Figure 1. Cell density map (run 1).
Drawn at 4 px/um. 8 x 6 tiles, from dark blue (low) to red (high), 0 to 100% covered.
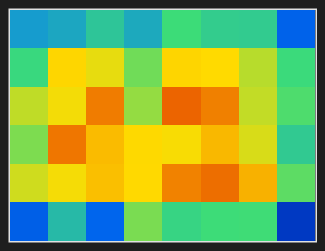
Figure 2. Port wiring (run 1).
Drawn at 4 px/um.
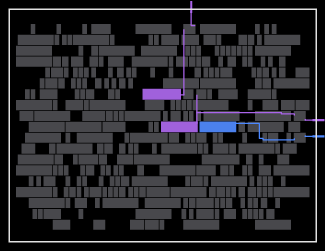
Figure 3. Cell placement (run 1).
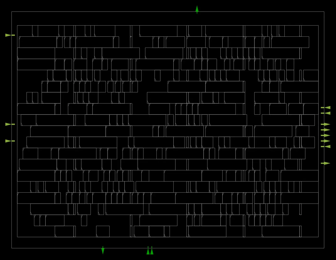
Figure 4. Signal wires on met1 (run 1).
Drawn at 6 px/um. Supply wires on this layer in grey.
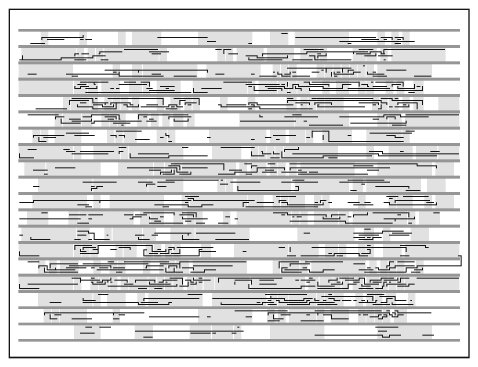
`config.mk`:
```
export PLATFORM = sky130hd
export DESIGN_NAME = mixer_input_conditioner
export DESIGN_NICKNAME = d
export VERILOG_FILES = /design/src/rtl/mixer_pkg.sv /design/src/rtl/debounce_cell.sv /design/src/rtl/mixer_input_conditioner.sv
export SDC_FILE = /design/constraint.sdc
export NUM_CORES = 1
export LEC_CHECK = 0
export ABC_AREA = 1
export CAP_MARGIN = 5
export CORE_ASPECT_RATIO = 0.75
export CORE_UTILIZATION = 58
export CTS_CLUSTER_SIZE = 14
export DETAILED_ROUTE_END_ITERATION = 6
export PLACE_DENSITY_LB_ADDON = 0.1
export SLEW_MARGIN = 15
export SYNTH_ARGS = -nofsm -noshare
export SYNTH_HDL_FRONTEND = slang
export SYNTH_HIERARCHICAL = 1
export SYNTH_SLANG_ARGS = --single-unit
```
`constraint.sdc`:
```
create_clock -name clk -period 1.3 [get_ports clk]
set_input_delay 0.13 -clock clk [delete_from_list [all_inputs] [get_ports clk]]
set_output_delay 0.13 -clock clk [all_outputs]
set_load 0.005 [all_outputs]
```
`src/rtl/mixer_pkg.sv`:
```
// Shared types and defaults for the liquid mixer front end and controller.
// Latency: n/a (package only).
// Backpressure: n/a.
package mixer_pkg;

  // E-stop supervisor states. The encoding is visible on the status output,
  // so these values are part of the interface and must not be reordered.
  typedef enum logic [1:0] {
    RUN     = 2'b00,
    TRIPPED = 2'b01,
    ARMED   = 2'b10
  } estop_state_t;

  // Default debounce/synchroniser sizing for a ~200-cycle settle window.
  localparam int WIDTH_DEF           = 8;
  localparam int DEBOUNCE_CYCLES_DEF = 200;
  localparam int SYNC_STAGES_DEF     = 2;

endpackage

```
`src/rtl/debounce_cell.sv`:
```
// Synchronise one raw asynchronous input and debounce it into a stable level.
// Latency: edge first sampled at edge k shows on o_stable after edge k+SYNC_STAGES+DEBOUNCE_CYCLES-1.
// Backpressure: none; free-running, one sample per clock.
//
// Ports:
//   clk      system clock
//   rst      asynchronous active-high reset
//   i_raw    raw asynchronous input
//   o_stable debounced, synchronised level
module debounce_cell #(
  parameter int WIDTH           = 8,
  parameter int DEBOUNCE_CYCLES = 200,
  parameter int SYNC_STAGES     = 2
) (
  input  logic clk,
  input  logic rst,
  input  logic i_raw,
  output logic o_stable
);

  // Flip on the edge where the counter already holds DEBOUNCE_CYCLES-1 and the
  // inputs still differ: that edge is the DEBOUNCE_CYCLES-th consecutive
  // differing sample. Since the counter clears there it can never wrap.
  localparam logic [WIDTH-1:0] LP_CNT_MAX = WIDTH'(DEBOUNCE_CYCLES - 1);

  logic [SYNC_STAGES-1:0] r_sync;
  logic [WIDTH-1:0]       r_cnt;
  logic                   r_stable;
  logic                   w_sync;
  logic                   w_differ;

  assign w_sync   = r_sync[SYNC_STAGES-1];
  assign w_differ = (w_sync != r_stable);

  always_ff @(posedge clk or posedge rst) begin
    if (rst) begin
      r_sync <= '0;
    end else begin
      r_sync <= {r_sync[SYNC_STAGES-2:0], i_raw};
    end
  end

  always_ff @(posedge clk or posedge rst) begin
    if (rst) begin
      r_cnt    <= '0;
      r_stable <= 1'b0;
    end else if (!w_differ) begin
      r_cnt <= '0;
    end else if (r_cnt == LP_CNT_MAX) begin
      r_stable <= w_sync;
      r_cnt    <= '0;
    end else begin
      r_cnt <= r_cnt + 1'b1;
    end
  end

  assign o_stable = r_stable;

endmodule

```
`src/rtl/mixer_input_conditioner.sv`:
```
// Condition raw operator/sensor inputs into the mixer's x0/x1/x2/x10 inputs.
// Latency: debounce as in debounce_cell; x0 one cycle after debounced start rises; x10/sensor_fault one edge after cause.
// Backpressure: none; purely level/pulse outputs, one update per clock.
//
// Ports:
//   clk, rst         system clock, asynchronous active-high reset
//   start_raw        raw start pushbutton
//   lvl_low_raw      raw lower level sensor (1 = liquid present)
//   lvl_high_raw     raw upper level sensor (1 = liquid present)
//   estop_raw        raw E-stop (1 = pressed)
//   estop_ack        operator acknowledge level
//   fault_clear      clears latched plausibility fault
//   x0               single-cycle start pulse
//   x1, x2           debounced lower/upper level
//   x10              emergency to mixer
//   sensor_fault     latched plausibility fault
//   estop_state      E-stop FSM state for status display
module mixer_input_conditioner
  import mixer_pkg::*;
#(
  parameter int WIDTH           = WIDTH_DEF,
  parameter int DEBOUNCE_CYCLES = DEBOUNCE_CYCLES_DEF,
  parameter int SYNC_STAGES     = SYNC_STAGES_DEF
) (
  input  logic       clk,
  input  logic       rst,
  input  logic       start_raw,
  input  logic       lvl_low_raw,
  input  logic       lvl_high_raw,
  input  logic       estop_raw,
  input  logic       estop_ack,
  input  logic       fault_clear,
  output logic       x0,
  output logic       x1,
  output logic       x2,
  output logic       x10,
  output logic       sensor_fault,
  output logic [1:0] estop_state
);

  logic w_start_db;
  logic w_low_db;
  logic w_high_db;
  logic w_estop_db;

  debounce_cell #(
    .WIDTH(WIDTH), .DEBOUNCE_CYCLES(DEBOUNCE_CYCLES), .SYNC_STAGES(SYNC_STAGES)
  ) u_db_start (
    .clk(clk), .rst(rst), .i_raw(start_raw), .o_stable(w_start_db)
  );

  debounce_cell #(
    .WIDTH(WIDTH), .DEBOUNCE_CYCLES(DEBOUNCE_CYCLES), .SYNC_STAGES(SYNC_STAGES)
  ) u_db_low (
    .clk(clk), .rst(rst), .i_raw(lvl_low_raw), .o_stable(w_low_db)
  );

  debounce_cell #(
    .WIDTH(WIDTH), .DEBOUNCE_CYCLES(DEBOUNCE_CYCLES), .SYNC_STAGES(SYNC_STAGES)
  ) u_db_high (
    .clk(clk), .rst(rst), .i_raw(lvl_high_raw), .o_stable(w_high_db)
  );

  debounce_cell #(
    .WIDTH(WIDTH), .DEBOUNCE_CYCLES(DEBOUNCE_CYCLES), .SYNC_STAGES(SYNC_STAGES)
  ) u_db_estop (
    .clk(clk), .rst(rst), .i_raw(estop_raw), .o_stable(w_estop_db)
  );

  // ---------------------------------------------------------------------------
  // E-stop FSM: state register
  // ---------------------------------------------------------------------------
  estop_state_t r_state;
  estop_state_t w_state_nxt;

  always_ff @(posedge clk or posedge rst) begin
    if (rst) begin
      r_state <= ARMED;
    end else begin
      r_state <= w_state_nxt;
    end
  end

  // ---------------------------------------------------------------------------
  // E-stop FSM: next state. A fresh press in ARMED beats a same-cycle ack.
  // ---------------------------------------------------------------------------
  always_comb begin
    w_state_nxt = r_state;
    case (r_state)
      RUN: begin
        if (w_estop_db) w_state_nxt = TRIPPED;
      end
      TRIPPED: begin
        if (!w_estop_db) w_state_nxt = ARMED;
      end
      ARMED: begin
        if (w_estop_db)     w_state_nxt = TRIPPED;
        else if (estop_ack) w_state_nxt = RUN;
      end
      default: w_state_nxt = TRIPPED;
    endcase
  end

  // ---------------------------------------------------------------------------
  // Plausibility: upper sensor wet while lower is dry cannot be real liquid.
  // A present condition beats fault_clear on the same edge.
  // ---------------------------------------------------------------------------
  logic w_implausible;
  logic w_fault_nxt;
  logic w_x10_nxt;

  // ---------------------------------------------------------------------------
  // E-stop FSM: outputs. x10 is computed from next-state values and then
  // registered, so it changes on the same edge as the state yet is a flop.
  // ---------------------------------------------------------------------------
  always_comb begin
    w_implausible = w_high_db & ~w_low_db;
    w_fault_nxt   = sensor_fault;
    if (w_implausible)   w_fault_nxt = 1'b1;
    else if (fault_clear) w_fault_nxt = 1'b0;
    w_x10_nxt = (w_state_nxt != RUN) | w_fault_nxt;
  end

  logic r_fault;
  logic r_x10;
  logic r_x0;
  logic r_start_prev;

  always_ff @(posedge clk or posedge rst) begin
    if (rst) begin
      r_fault      <= 1'b0;
      r_x10        <= 1'b1;
      r_x0         <= 1'b0;
      r_start_prev <= 1'b0;
    end else begin
      r_fault      <= w_fault_nxt;
      r_x10        <= w_x10_nxt;
      r_start_prev <= w_start_db;
      // Start is swallowed, not deferred, while the emergency output is up.
      r_x0         <= w_start_db & ~r_start_prev & ~r_x10;
    end
  end

  assign x0           = r_x0;
  assign x1           = w_low_db;
  assign x2           = w_high_db;
  assign x10          = r_x10;
  assign sensor_fault = r_fault;
  assign estop_state  = r_state;

endmodule

```
==> summary.txt, run 1 <==
run results: power density normalized to cell area=979.1 nW/um^2, clk buf depth=2, YS chip area=about 2400 um^2, unrepaired setup endpoints after global routing=no, Largest logic family=simple AND/OR/NAND/NOR gates, LEAKAGE=~1.4 nW, all-layer global routing usage=between 20% and 30%, warning total across the stage logs=30, library cell occupying the most area in the post-synthesis netlist=sky130_fd_sc_hd__dfrtp_1, net count of the finished layout=approximately 320, TritonCTS Buffers=5, top-area cell type share of the netlist area=approximately half, crit end category=output port, dominant logic cell type in the layout=sky130_fd_sc_hd__nand2_1, transition time at the pin with the least slew margin=about 0.43 ns, post-synthesis simple-gate area fraction=~27%, post-synthesis cell count from yosys=approximately 280, Worst Path Class, Setup=reg2out, highest-count cells in the layout ignoring fill and taps=sky130_fd_sc_hd__nand2_1, sky130_fd_sc_hd__nor2_1, sky130_fd_sc_hd__dfrtp_1, kind of path behind the tightest hold check=in2async, Synth Net Count=between 200 and 300, endpoint of the most critical setup path=x0, syn avg cell area=roughly 8.6 um^2, residual DRC count=0, first-pass iteration count of the detailed router=4, Chip Width=roughly 76 um, maximum resistive drop on vdd=721.3 uV, via count of the first global-routing pass=between 1500 and 2000, reg-to-reg critical path startpoint=u_db_start/r_cnt[0]$_DFF_PP0_, capture instance of the worst register-to-register path=u_db_start/r_cnt[3]$_DFF_PP0_, YS warnings=6, status=complete, no violations, stage delay of the slowest cell on the critical path=0.49 ns, number of cells on the critical path=1, min Tclk post-route=roughly 1.2 ns, Critical Path Start Type=flip-flop, clock tree from TritonCTS=built, final hold viol count=0, clock transition at the register clock pins on the worst setup and hold paths after CTS=approximately 0.09 ns, HPWL after DPL=~2900 um, post-synthesis to final-layout area growth=12.95%, share of synthesized cell area in full adder, half adder and majority cells=under 10%, average vias per placed instance=4.877, portion of netlist area occupied by mux cells=0%, overflow left after global routing=0, first-pass GRT wire length=just over 7000 um, Antenna diodes=0, WP data required=about 1.2 ns, Relative slew margins=~70%, setup total negative slack=0 ns, final clock period utilization by the worst path=96.07%, antenna viol nets, final=0, buffer cell driving the clock tree root=sky130_fd_sc_hd__clkbuf_8, full die area=4413 um^2, worst setup slack for register-to-register paths=approximately 0.13 ns, compound-cell area share of the yosys netlist=between 1.5 and 2%, Critical Path Start=x0$_DFF_PP0_, maximum number of pins on one net before global-route repair=16, ordered cell list for the critical path=clkdlybuf4s50_1, cells after synthesis=roughly 280, worst-path cell with the longest stage delay=sky130_fd_sc_hd__clkdlybuf4s50_1, Skew-Pair Late Insertion Delay=0.30 ns, top cells by area=sky130_fd_sc_hd__dfrtp_1, sky130_fd_sc_hd__nand2_1, sky130_fd_sc_hd__nor2_1, H-tree depth reported by CTS=2, DIE HEIGHT=just under 60 um, number of cell instances on the worst register-to-register path=6, number of failing setup endpoints in the final timing report=0, achievable clock frequency=about 800 MHz, proportion of layout cells with a drive suffix above 1=between 10% and 20%, Routed wire per std cell=around 11 um, initial detailed-routing violation count=around 100, clock skew=approximately 0.0082 ns, FF+latch count, synth=around 50, CP max FO=1, cell family with the largest share of critical-path delay=buffers and inverters, summed instance area of the synthesized netlist=about 2400 um^2, number of filler instances in the final layout=just over 300, Bufs and invs on worst path=1, Pins Over Slew Limit=0, crit path DAT=between 1 and 1.5 ns, number of hold buffers added after cts=0, sequential share of the synthesized area=52.11%, xor/xnor share=between 7 and 8%, sinks on the clock net=roughly 50, synth unique cells=19, number of antenna violations at the first check in global routing=0, max-cap viol count=0, routability congestion estimate=0.8056
Notes on Figure 1 above:
fullest tile: 89%
mean over tiles: 60%
tiles over 75% full: 31%
utilization of the core after routing: 71.45%
placeable core area: 3804 um^2
fp util: 63.26%

Notes on Figure 2 above:
[purple] estop_state | direction: output | edge: 1 right, 1 top | end cells: 2 | buffers: 2 | wire: 56.2 um
[blue] sensor_fault | direction: output | edge: right | end cells: 1 | buffers: 1 | wire: 21.4 um
I/O pin total: 15
Port-buffer cells: 14

Notes on Figure 3 above:
total number of placement rows: 19
Layout Cells excl Fill: 357

Notes on Figure 4 above:
longest straight run: 26.2 um
main direction: horizontal
nets with wire on the layer: 290
drt total wl: 3982 um
met1 Usage GRT: 29.12%
total number of vias: 1741

==> run 1: logic make-up after synthesis <==
| kind of cell | Yosys count |
|---|---|
| xor gates and xnor gates | 16 |
| DFF | 50 |
| and+or+nand+nor | 149 |
| buffers and inverters | 47 |
| adders and majority gates | 8 |
| AOI/OAI and AO/OA | 9 |
==> run 1: what timing repair did <==
item / CTS / global route
endpoints found under the hold margin: 0 / 0
buffers inserted: 4 / 0
resized: 7 / 0
setup endpoints to repair: 6 / 0
==> run 1: Yosys cell counts <==
master / n
sky130_fd_sc_hd__xor2_1: 8
sky130_fd_sc_hd__nand4_1: 8
sky130_fd_sc_hd__a21oi_1: 4
sky130_fd_sc_hd__nand2_1: 58
sky130_fd_sc_hd__xor2_2: 4
sky130_fd_sc_hd__nand3_1: 20
sky130_fd_sc_hd__a21o_1: 1
sky130_fd_sc_hd__nor2_2: 4
sky130_fd_sc_hd__o21ai_0: 4
sky130_fd_sc_hd__dfrtp_1: 48
sky130_fd_sc_hd__nand2_2: 4
sky130_fd_sc_hd__ha_1: 8
sky130_fd_sc_hd__nor2_1: 50
sky130_fd_sc_hd__inv_2: 4
sky130_fd_sc_hd__nor3b_1: 1
sky130_fd_sc_hd__dfstp_2: 2
sky130_fd_sc_hd__nand2_4: 4
sky130_fd_sc_hd__xnor2_1: 4
sky130_fd_sc_hd__inv_1: 43
==> run 1: layout make-up <==
cell class	count	area (um^2)	share of cell area, %
well taps	52	65.06	2.394
clock inverters	2	10.01	0.3683
inverters	47	176.4	6.492
flip-flops and latches	50	1255	46.18
repair buffers	18	162.7	5.985
clock buffers	6	72.57	2.670
multi-input cells	182	975.9	35.91
==> run 1: state kept, by name, summed over array words and instances (netlist names), 2 cells and up <==
signal             cells
u_db_start/r_cnt       8
u_db_estop/r_cnt       8
u_db_high/r_cnt        8
u_db_high/r_sync       2
estop_state            2
u_db_estop/r_sync      2
u_db_start/r_sync      2
u_db_low/r_sync        2
u_db_low/r_cnt         8
==> run 1: through the flow <==
stage / setup slack [ns] / std cells / power [mW] / cell area [um^2] / hold slack (ns)
after global placement: 0.1500 / 345 / 1.833 / 2611 / 0.3321
after CTS: 0.03559 / 357 / 2.703 / 2718 / 0.1648
after floorplan: 0.2661 / 279 / 1.782 / 2406 / -0.08049
final: 0.05104 / 357 / 2.661 / 2718 / 0.1503
after detailed placement: 0.1410 / 345 / 1.838 / 2611 / 0.3347
after global routing: 0.0004922 / 357 / 2.798 / 2718 / 0.1711
==> run 1: report_power, final <==
group	switching, mW	internal [mW]
clock	0.483	0.374
sequential	0.0453	1.60
combinational	0.0960	0.0662
total	0.624	2.04
==> run 1: per-layer routing <==
layer  GRT usage, %  vias to the layer above  part of all wire [%]  wire (um)
li1               -                      899                     -          -
met1          29.12                      812                    52       2072
met2          34.23                       23                    43       1709
met3          6.614                        7                   3.7        149
met4          6.868                        0                   1.3         51
met5              0                        -                     0          0
Figure 5. Placed cells, one colour a class (run 1).
Drawn at 4 px/um.
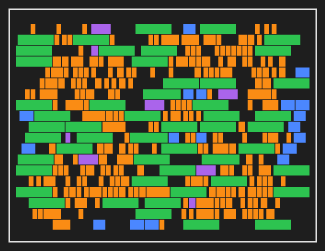

## Run 2: what changed since run 1
--- a/config.mk
+++ b/config.mk
@@ -12,6 +12,7 @@
 export CTS_CLUSTER_SIZE = 14
 export DETAILED_ROUTE_END_ITERATION = 6
 export PLACE_DENSITY_LB_ADDON = 0.1
+export RECOVER_POWER = 100
 export SLEW_MARGIN = 15
 export SYNTH_ARGS = -nofsm -noshare
 export SYNTH_HDL_FRONTEND = slang
Figure 6. Placed cells, one colour a class (run 2).
Drawn at 4 px/um.
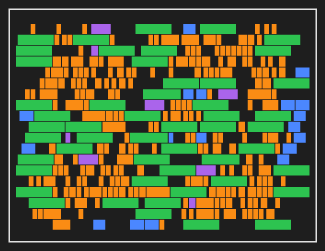
[orange] all other logic | cells: 229 | share of their area: 43%
[blue] other buffers and delay cells | cells: 18 | share of their area: 6.0%
[green] flip-flops | cells: 50 | share of their area: 48%
[purple] clock drivers and dummy loads | cells: 8 | share of their area: 3.1%
fraction of standard cell area that is sequential: 46.46%
utilization of the core after routing: 71.02%
post-route design area: 2701 um^2

Figure 7. Cell density map (run 2).
Drawn at 4 px/um. 8 x 6 tiles, from dark blue (low) to red (high), 0 to 100% covered.
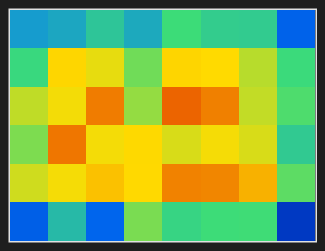
mean over tiles: 60%
tiles over 75% full: 27%
fullest tile: 89%

==> run 2 against run 1 <==
Net effect:
- critical endpoint unchanged
- non-clock buffer count stayed put
- power shrank 0.21%
- highest routed layer unchanged
- sequential share of layout area rose by 0.28 points
- first-iteration DRC count did not move
- largest cell class unchanged
==> summary.txt, run 2 <==
run results: status=complete, no violations, LEAKAGE=1.364 nW, transition time at the pin with the least slew margin=around 0.42 ns, DIE HEIGHT=~58 um, setup total negative slack=0 ns, number of filler instances in the final layout=312, worst-path cell with the longest stage delay=sky130_fd_sc_hd__clkdlybuf4s50_1, crit end category=output port, clock transition at the register clock pins on the worst setup and hold paths after CTS=approximately 0.090 ns, fp util=63.26%, capture instance of the worst register-to-register path=u_db_estop/r_cnt[3]$_DFF_PP0_, overflow left after global routing=0, maximum resistive drop on vdd=between 700 and 800 uV, drt total wl=3979 um, endpoint of the most critical setup path=x0, post-synthesis cell type with the largest instance count=sky130_fd_sc_hd__nand2_1, number of failing setup endpoints in the final timing report=0, residual DRC count=0, buffer cell driving the clock tree root=sky130_fd_sc_hd__clkbuf_8, full die area=4413 um^2, all-layer global routing usage=21.62%, synth unique cells=19, final clock period utilization by the worst path=a little over nine tenths, number of antenna violations at the first check in global routing=0, H-tree depth reported by CTS=2, net count of the finished layout=about 320, min Tclk post-route=~1.2 ns, clock tree from TritonCTS=built, Critical Path Start Type=flip-flop, share of total power in the clock network=roughly 32%, I/O pin total=15, TritonCTS Buffers=5, post-synthesis cell count from yosys=around 280, Relative slew margins=71.78%, Chip Width=between 70 and 80 um, Skew-Pair Late Insertion Delay=about 0.30 ns, placed cell count=approximately 350, final hold viol count=0, routability congestion estimate=approximately 0.81, switching part of the total=around a quarter, Routed wire per std cell=about 11 um, clock skew=0.007950 ns, dominant logic cell type in the layout=sky130_fd_sc_hd__nand2_1, top cells by area=sky130_fd_sc_hd__dfrtp_1, sky130_fd_sc_hd__nand2_1, sky130_fd_sc_hd__nor2_1, CP max FO=1, reg-to-reg critical path startpoint=u_db_estop/r_cnt[0]$_DFF_PP0_, Critical Path Start=x0$_DFF_PP0_, achievable clock frequency=between 800 and 900 MHz, number of cells on the critical path=1, sinks on the clock net=50, Switch Pwr=approximately 0.62 mW, proportion of layout cells with a drive suffix above 1=under 10%, Synth Net Count=just under 300, total number of placement rows=19, Internal Dissipation=a little over 2 mW, cell family with the largest share of critical-path delay=buffers and inverters, most frequent cells after synthesis=sky130_fd_sc_hd__nand2_1, sky130_fd_sc_hd__nor2_1, sky130_fd_sc_hd__dfrtp_1, sky130_fd_sc_hd__inv_1, sky130_fd_sc_hd__nand3_1, Port-buffer cells=14, number of cell instances on the worst register-to-register path=6, Worst Path Class, Setup=reg2out, share of async-settable or async-resettable flops after synthesis=100.0%, sequential group share of total power=about 62%, unrepaired setup endpoints after global routing=no, ordered cell list for the critical path=clkdlybuf4s50_1, number of hold buffers added after cts=0, maximum number of pins on one net before global-route repair=16, Layout Cells excl Fill=around 360, sequential share of the synthesized area=approximately 52%, highest-count cells in the layout ignoring fill and taps=sky130_fd_sc_hd__nand2_1, sky130_fd_sc_hd__nor2_1, sky130_fd_sc_hd__dfrtp_1, initial detailed-routing violation count=between 100 and 150, kind of path behind the tightest hold check=in2async, placeable core area=~3800 um^2, post-synthesis to final-layout area growth=12.27%, average vias per placed instance=4.877, clk buf depth=2, Bufs and invs on worst path=1, cells after synthesis=around 280, HPWL after DPL=slightly below 3000 um, stage delay of the slowest cell on the critical path=0.49 ns, first-pass iteration count of the detailed router=4, Most used DFF post-synth=sky130_fd_sc_hd__dfrtp_1, YS chip area=about 2400 um^2, worst setup slack for register-to-register paths=0.10 ns, WP data required=1.17 ns, Pins Over Slew Limit=0, placed cell area=around 2600 um^2, library cell occupying the most area in the post-synthesis netlist=sky130_fd_sc_hd__dfrtp_1, power density normalized to cell area=approximately 980 nW/um^2, FF+latch count, synth=around 50, max-cap viol count=0, combinational power share=5.9%, warning total across the stage logs=30, summed instance area of the synthesized netlist=roughly 2400 um^2, number of synthesized flops with an enable pin=0
run 2: cell counts after synthesis:
Identical to the previous run, type by type.
run 2: timing repair:
item                                    CTS  global route
gates resized                             7             0
buffers inserted                          4             0
endpoints found under the setup margin    6             0
run 2: kinds of logic (layout without fill, tap and decap cells):
| kind of cell | after synthesis | in the layout | synth area share, % |
|---|---|---|---|
| xor+xnor | 16 | 16 | 7.072 |
| simple gates | 149 | 149 | 27.35 |
| compound gates | 9 | 9 | 1.976 |
| fa+ha+maj | 8 | 8 | 4.160 |
| buf+inv | 47 | 73 | 7.332 |
| flops | 50 | 50 | 52.11 |
run 2: final cells by class:
cell class	instances	area [um^2]	area share, %
clock buffers	6	72.57	2.686
clock inverters	2	10.01	0.3705
inverters	47	176.4	6.531
multi-input cells	182	963.4	35.66
flip-flops and latches	50	1255	46.46
well taps	52	65.06	2.409
repair buffers	18	158.9	5.882
run 2: routing by layer:
| metal | vias up | track usage (%) | wire (um) |
|---|---|---|---|
| met4 | 0 | 6.868 | 51 |
| met1 | 815 | 29.12 | 2046 |
| met2 | 23 | 34.23 | 1723 |
| li1 | 896 | - | - |
| met3 | 7 | 6.614 | 157 |
| met5 | - | 0 | 0 |
run 2: stage by stage:
step / total power [mW] / setup WS (ns)
6_report: 2.655 / 0.05060
5_1_grt: 2.793 / 0.0005250
4_1_cts: 2.703 / 0.03559
3_5_place_dp: 1.838 / 0.1410
3_3_place_gp: 1.833 / 0.1500
2_1_floorplan: 1.782 / 0.2661
run 2: how the worst min path moves through the flow:
stage | start | to | slack [ns] | depth (start not counted)
after detailed placement | u_db_estop/r_sync[0]$_DFF_PP0_ | u_db_estop/r_sync[1]$_DFF_PP0_ | 0.33 | 0
after global routing | rst | estop_state[0]$_DFF_PP0_ | 0.28 | 2
after CTS | rst | estop_state[0]$_DFF_PP0_ | 0.16 | 2
final | rst | estop_state[0]$_DFF_PP0_ | 0.26 | 2
after global placement | u_db_high/r_sync[0]$_DFF_PP0_ | u_db_high/r_sync[1]$_DFF_PP0_ | 0.33 | 0
after floorplan | rst | estop_state[0]$_DFF_PP0_ | -0.08 | 1
run 2: worst register-to-register path: cells and delay by family (launching register included):
kind / cells / cell delay [ns]
fa+ha+maj: 1 / 0.21
flops: 1 / 0.43
buf+inv: 1 / 0.08
simple gates: 4 / 0.41
run 2: power groups by stage:
stage / combinational (mW) / clock [mW] / sequential (mW)
2_1_floorplan: 0.118 / 0 / 1.66
3_3_place_gp: 0.163 / 0 / 1.67
3_5_place_dp: 0.165 / 0 / 1.67
4_1_cts: 0.166 / 0.895 / 1.64
5_1_grt: 0.188 / 0.956 / 1.65
6_report: 0.158 / 0.856 / 1.64
Power figures rest on the tool's default switching activity, not on a simulated workload.
